$ cat src/rtl/cordic_pkg.sv
// Shared types and constants for the CORDIC rotation scheduler.
// Angles are signed, in units of 0.01 degree.
package cordic_pkg;

    localparam int unsigned ANGLE_W = 16;
    localparam int unsigned ID_W    = 3;
    localparam int          DEG90   = 9000;
    localparam int          DEG180  = 18000;

    typedef struct packed {
        logic            vld;
        logic [ID_W-1:0] id;
        logic            neg;
    } tag_t;

    // Two's-complement negate that maps the most negative code to the most positive one.
    function automatic logic signed [ANGLE_W-1:0] sat_neg(input logic signed [ANGLE_W-1:0] v);
        if (v == {1'b1, {(ANGLE_W-1){1'b0}}}) begin
            return {1'b0, {(ANGLE_W-1){1'b1}}};
        end
        return -v;
    endfunction

endpackage

$ cat src/rtl/cordic_rot_sched_rr_arbiter.sv
// Round-robin arbiter: one-hot grant searching upward from the last winner + 1.
// The pointer only moves when a grant is actually issued.
module rr_arbiter #(
    parameter int unsigned NREQ = 4
) (
    input  logic                      clk,
    input  logic                      rst,
    input  logic                      en_i,
    input  logic [NREQ-1:0]           req_i,
    output logic [NREQ-1:0]           grant_o,
    output logic [$clog2(NREQ)-1:0]   grant_idx_o
);

    localparam int unsigned IDX_W = $clog2(NREQ);

    logic [IDX_W-1:0] ptr_q;
    logic             found;
    int               idx;

    always_comb begin
        grant_o     = '0;
        grant_idx_o = '0;
        found       = 1'b0;
        idx         = 0;
        for (int unsigned k = 1; k <= NREQ; k++) begin
            idx = (int'(ptr_q) + int'(k)) % int'(NREQ);
            if (en_i && !found && req_i[IDX_W'(idx)]) begin
                grant_o[IDX_W'(idx)] = 1'b1;
                grant_idx_o          = IDX_W'(idx);
                found                = 1'b1;
            end
        end
    end

    // Reset value makes requester 0 the first candidate.
    always_ff @(posedge clk or posedge rst) begin
        if (rst) begin
            ptr_q <= IDX_W'(NREQ - 1);
        end else if (found) begin
            ptr_q <= grant_idx_o;
        end
    end

endmodule

$ cat src/rtl/cordic_rot_sched.sv
// Shares one pipelined rotation-mode CORDIC between NREQ requesters, folding angles
// beyond +/-90 deg into range and routing each result back via a fixed-latency tag pipe.
module cordic_rot_sched
    import cordic_pkg::*;
#(
    parameter int unsigned NREQ       = 4,
    parameter int unsigned CORDIC_LAT = 16,
    parameter int unsigned DW         = ANGLE_W
) (
    input  logic                               clk,
    input  logic                               rst,
    input  logic                               hold,
    input  logic [NREQ-1:0]                    req_valid,
    output logic [NREQ-1:0]                    req_ready,
    input  logic [NREQ*DW-1:0]                 req_x,
    input  logic [NREQ*DW-1:0]                 req_y,
    input  logic [NREQ*DW-1:0]                 req_angle,
    output logic signed [DW-1:0]               cordic_x_in,
    output logic signed [DW-1:0]               cordic_y_in,
    output logic signed [DW-1:0]               cordic_angle,
    input  logic signed [DW-1:0]               cordic_x_out,
    input  logic signed [DW-1:0]               cordic_y_out,
    output logic [NREQ-1:0]                    rsp_valid,
    output logic signed [DW-1:0]               rsp_x,
    output logic signed [DW-1:0]               rsp_y,
    output logic [$clog2(CORDIC_LAT+3)-1:0]    in_flight
);

    localparam int unsigned IDX_W = $clog2(NREQ);
    localparam int unsigned FL_W  = $clog2(CORDIC_LAT + 3);
    localparam logic signed [DW-1:0] POS90  = DW'(DEG90);
    localparam logic signed [DW-1:0] NEG90  = DW'(-DEG90);
    localparam logic signed [DW-1:0] DEG180_V = DW'(DEG180);

    logic [NREQ-1:0]  grant;
    logic [IDX_W-1:0] grant_idx;
    logic             arb_en;
    logic             hs;

    logic signed [DW-1:0] sel_x, sel_y, sel_a, fold_a;
    logic                 fold_neg;

    logic signed [DW-1:0] cordic_x_q, cordic_y_q, cordic_a_q;
    logic signed [DW-1:0] cordic_x_d, cordic_y_d, cordic_a_d;
    tag_t                 tag_q [CORDIC_LAT+1];
    tag_t                 tag_d;
    tag_t                 tail;
    logic [NREQ-1:0]      rsp_valid_q, rsp_valid_d;
    logic signed [DW-1:0] rsp_x_q, rsp_y_q, rsp_x_d, rsp_y_d;
    logic [FL_W-1:0]      in_flight_q, in_flight_d;

    assign arb_en = !hold && !rst;

    rr_arbiter #(
        .NREQ        (NREQ)
    ) u_arb (
        .clk         (clk),
        .rst         (rst),
        .en_i        (arb_en),
        .req_i       (req_valid),
        .grant_o     (grant),
        .grant_idx_o (grant_idx)
    );

    // Grants are only ever issued to valid requesters, so any grant is a handshake.
    assign req_ready = grant;
    assign hs        = |grant;

    // Select winner payload and fold angle into CORDIC range.
    always_comb begin
        sel_x    = '0;
        sel_y    = '0;
        sel_a    = '0;
        for (int unsigned i = 0; i < NREQ; i++) begin
            if (grant[i]) begin
                sel_x = $signed(req_x[i*DW +: DW]);
                sel_y = $signed(req_y[i*DW +: DW]);
                sel_a = $signed(req_angle[i*DW +: DW]);
            end
        end
        fold_a   = sel_a;
        fold_neg = 1'b0;
        if (sel_a > POS90) begin
            fold_a   = sel_a - DEG180_V;
            fold_neg = 1'b1;
        end else if (sel_a < NEG90) begin
            fold_a   = sel_a + DEG180_V;
            fold_neg = 1'b1;
        end
    end

    always_comb begin
        cordic_x_d = '0;
        cordic_y_d = '0;
        cordic_a_d = '0;
        tag_d      = '0;
        if (hs) begin
            cordic_x_d = sel_x;
            cordic_y_d = sel_y;
            cordic_a_d = fold_a;
            tag_d.vld  = 1'b1;
            tag_d.id   = ID_W'(grant_idx);
            tag_d.neg  = fold_neg;
        end

        // Tail tag lines up with the CORDIC result of the same issue.
        tail        = tag_q[CORDIC_LAT];
        rsp_valid_d = '0;
        rsp_x_d     = rsp_x_q;
        rsp_y_d     = rsp_y_q;
        if (tail.vld) begin
            rsp_valid_d = NREQ'(1) << tail.id;
            rsp_x_d     = tail.neg ? DW'(sat_neg(ANGLE_W'(cordic_x_out))) : cordic_x_out;
            rsp_y_d     = tail.neg ? DW'(sat_neg(ANGLE_W'(cordic_y_out))) : cordic_y_out;
        end

        in_flight_d = in_flight_q;
        if (hs && !(|rsp_valid_q)) begin
            in_flight_d = in_flight_q + FL_W'(1);
        end else if (!hs && (|rsp_valid_q)) begin
            in_flight_d = in_flight_q - FL_W'(1);
        end
    end

    always_ff @(posedge clk or posedge rst) begin
        if (rst) begin
            cordic_x_q  <= '0;
            cordic_y_q  <= '0;
            cordic_a_q  <= '0;
            for (int unsigned i = 0; i <= CORDIC_LAT; i++) begin
                tag_q[i] <= '0;
            end
            rsp_valid_q <= '0;
            rsp_x_q     <= '0;
            rsp_y_q     <= '0;
            in_flight_q <= '0;
        end else begin
            cordic_x_q  <= cordic_x_d;
            cordic_y_q  <= cordic_y_d;
            cordic_a_q  <= cordic_a_d;
            tag_q[0]    <= tag_d;
            for (int unsigned i = 1; i <= CORDIC_LAT; i++) begin
                tag_q[i] <= tag_q[i-1];
            end
            rsp_valid_q <= rsp_valid_d;
            rsp_x_q     <= rsp_x_d;
            rsp_y_q     <= rsp_y_d;
            in_flight_q <= in_flight_d;
        end
    end

    assign cordic_x_in  = cordic_x_q;
    assign cordic_y_in  = cordic_y_q;
    assign cordic_angle = cordic_a_q;
    assign rsp_valid    = rsp_valid_q;
    assign rsp_x        = rsp_x_q;
    assign rsp_y        = rsp_y_q;
    assign in_flight    = in_flight_q;

endmodule

$ cat config.mk
export PLATFORM = sky130hd
export DESIGN_NAME = cordic_rot_sched
export DESIGN_NICKNAME = d
export VERILOG_FILES = /design/src/rtl/cordic_pkg.sv /design/src/rtl/cordic_rot_sched_rr_arbiter.sv /design/src/rtl/cordic_rot_sched.sv
export SDC_FILE = /design/constraint.sdc
export NUM_CORES = 1
export LEC_CHECK = 0
export ABC_AREA = 1
export CAP_MARGIN = 20
export CORE_AREA = 2 2 160 115
export CTS_BUF_LIST = sky130_fd_sc_hd__clkbuf_8
export DETAILED_ROUTE_END_ITERATION = 12
export DIE_AREA = 0 0 162 117
export GPL_ROUTABILITY_DRIVEN = 0
export PLACE_DENSITY = 0.92
export REMOVE_ABC_BUFFERS = 1
export SLEW_MARGIN = 10
export SYNTH_ARGS = -nofsm -noshare
export SYNTH_HDL_FRONTEND = slang
export SYNTH_HIERARCHICAL = 1
export SYNTH_SLANG_ARGS = --single-unit
$ cat constraint.sdc
create_clock -name clk -period 9.9 [get_ports clk]
set_input_delay 1.98 -clock clk [delete_from_list [all_inputs] [get_ports clk]]
set_output_delay 1.98 -clock clk [all_outputs]
set_load 0.005 [all_outputs]
==> images/registers.png <==
Other sequential cells in the stronger grey, the rest of the logic in the fainter grey.
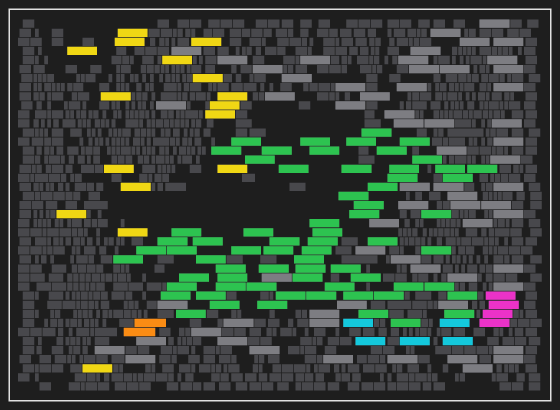
[`tag_q`] green | placed flops: 68
[`cordic_angle`] yellow | placed flops: 16
[`in_flight`] cyan | placed flops: 5 | where: bottom right
[`rsp_valid`] magenta | placed flops: 4 | where: bottom right
[`u_arb/ptr_q`] orange | placed flops: 2
Core Util, Final: 0.6921
Seq group: 1.05 mW
sequential share of cell area: 0.3279
register area: 3981 um^2

==> images/drive_strength.png <==
Bar = 50 um.
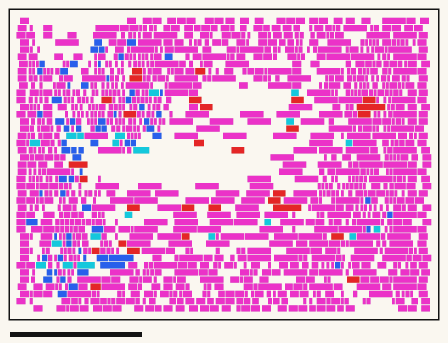
[drive 3 to 4] cyan | cells: 20
[drive 2] blue | cells: 69
[drive 1 or less] magenta | cells: 1214
[drive 6 and up] red | cells: 29
post-route cell area: 12140 um^2
worst setup margin: 3.079 ns
bufs w/o clock: 327

==> images/clock_map.png <==
Bar = 50 um.
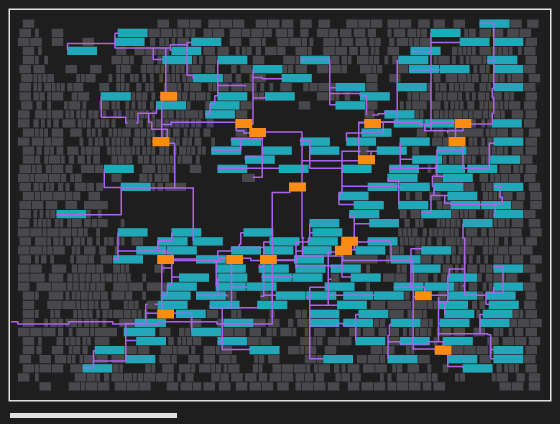
[flip-flops] cyan | count: 159
[cells driving clock nets] orange | count: 17
[clock wires] purple | length: 1850 um
routed clock nets: 18
skew final: 0.01698 ns
power in the clock group: 492 uW
power share of the clock group: 0.145

==> run summary <==
RSZ-0062 raised after global routing - no
Final min period - 6.821 ns
Top logic cells by instance count in the layout - 323 x clkdlybuf4s50_1, 229 x nand2_1, 157 x dfrtp_1, 116 x nor2_1, 73 x inv_1
M1 WL - 10080 um
CP arrival - 4.84 ns
Die area - 18950 um^2
Worst-margin pin slew - 1.035 ns
Most numerous cell in the Yosys netlist - nand2_1
Comb power frac - 0.548
Final setup TNS - 0 ns
Hold-fix buffer count after cts - 0
Largest register by flop count - tag_q
Die width - 162 um
Vias per Instance - 5.320
# Cells Yosys - 1016
Non-clk buf share - 0.2688
Mux cell area share - 0
Crit path top cell by count - clkdlybuf4s50_1
GRT overflow - 0
Residual DRC - 0
Final cycle utilization of the critical path - 0.6890
CP Class - primary input to primary output
Tool Warnings - 32
Seq_cells - 159
Htree depth - 4
GRT Max-Usage Layer - met2
Final nets - 1565
Non-CTS inverters - 88
Asr flop ratio synth - 1.000
Routed via count - 8341
R2r worst-path depth - 18
Status - complete, no violations
Max layer used - met4
Largest net degree at the start of global routing - 81
Core Region - 17540 um^2
Placed Instances - 1536
Power is estimated from default activity; no workload was simulated.
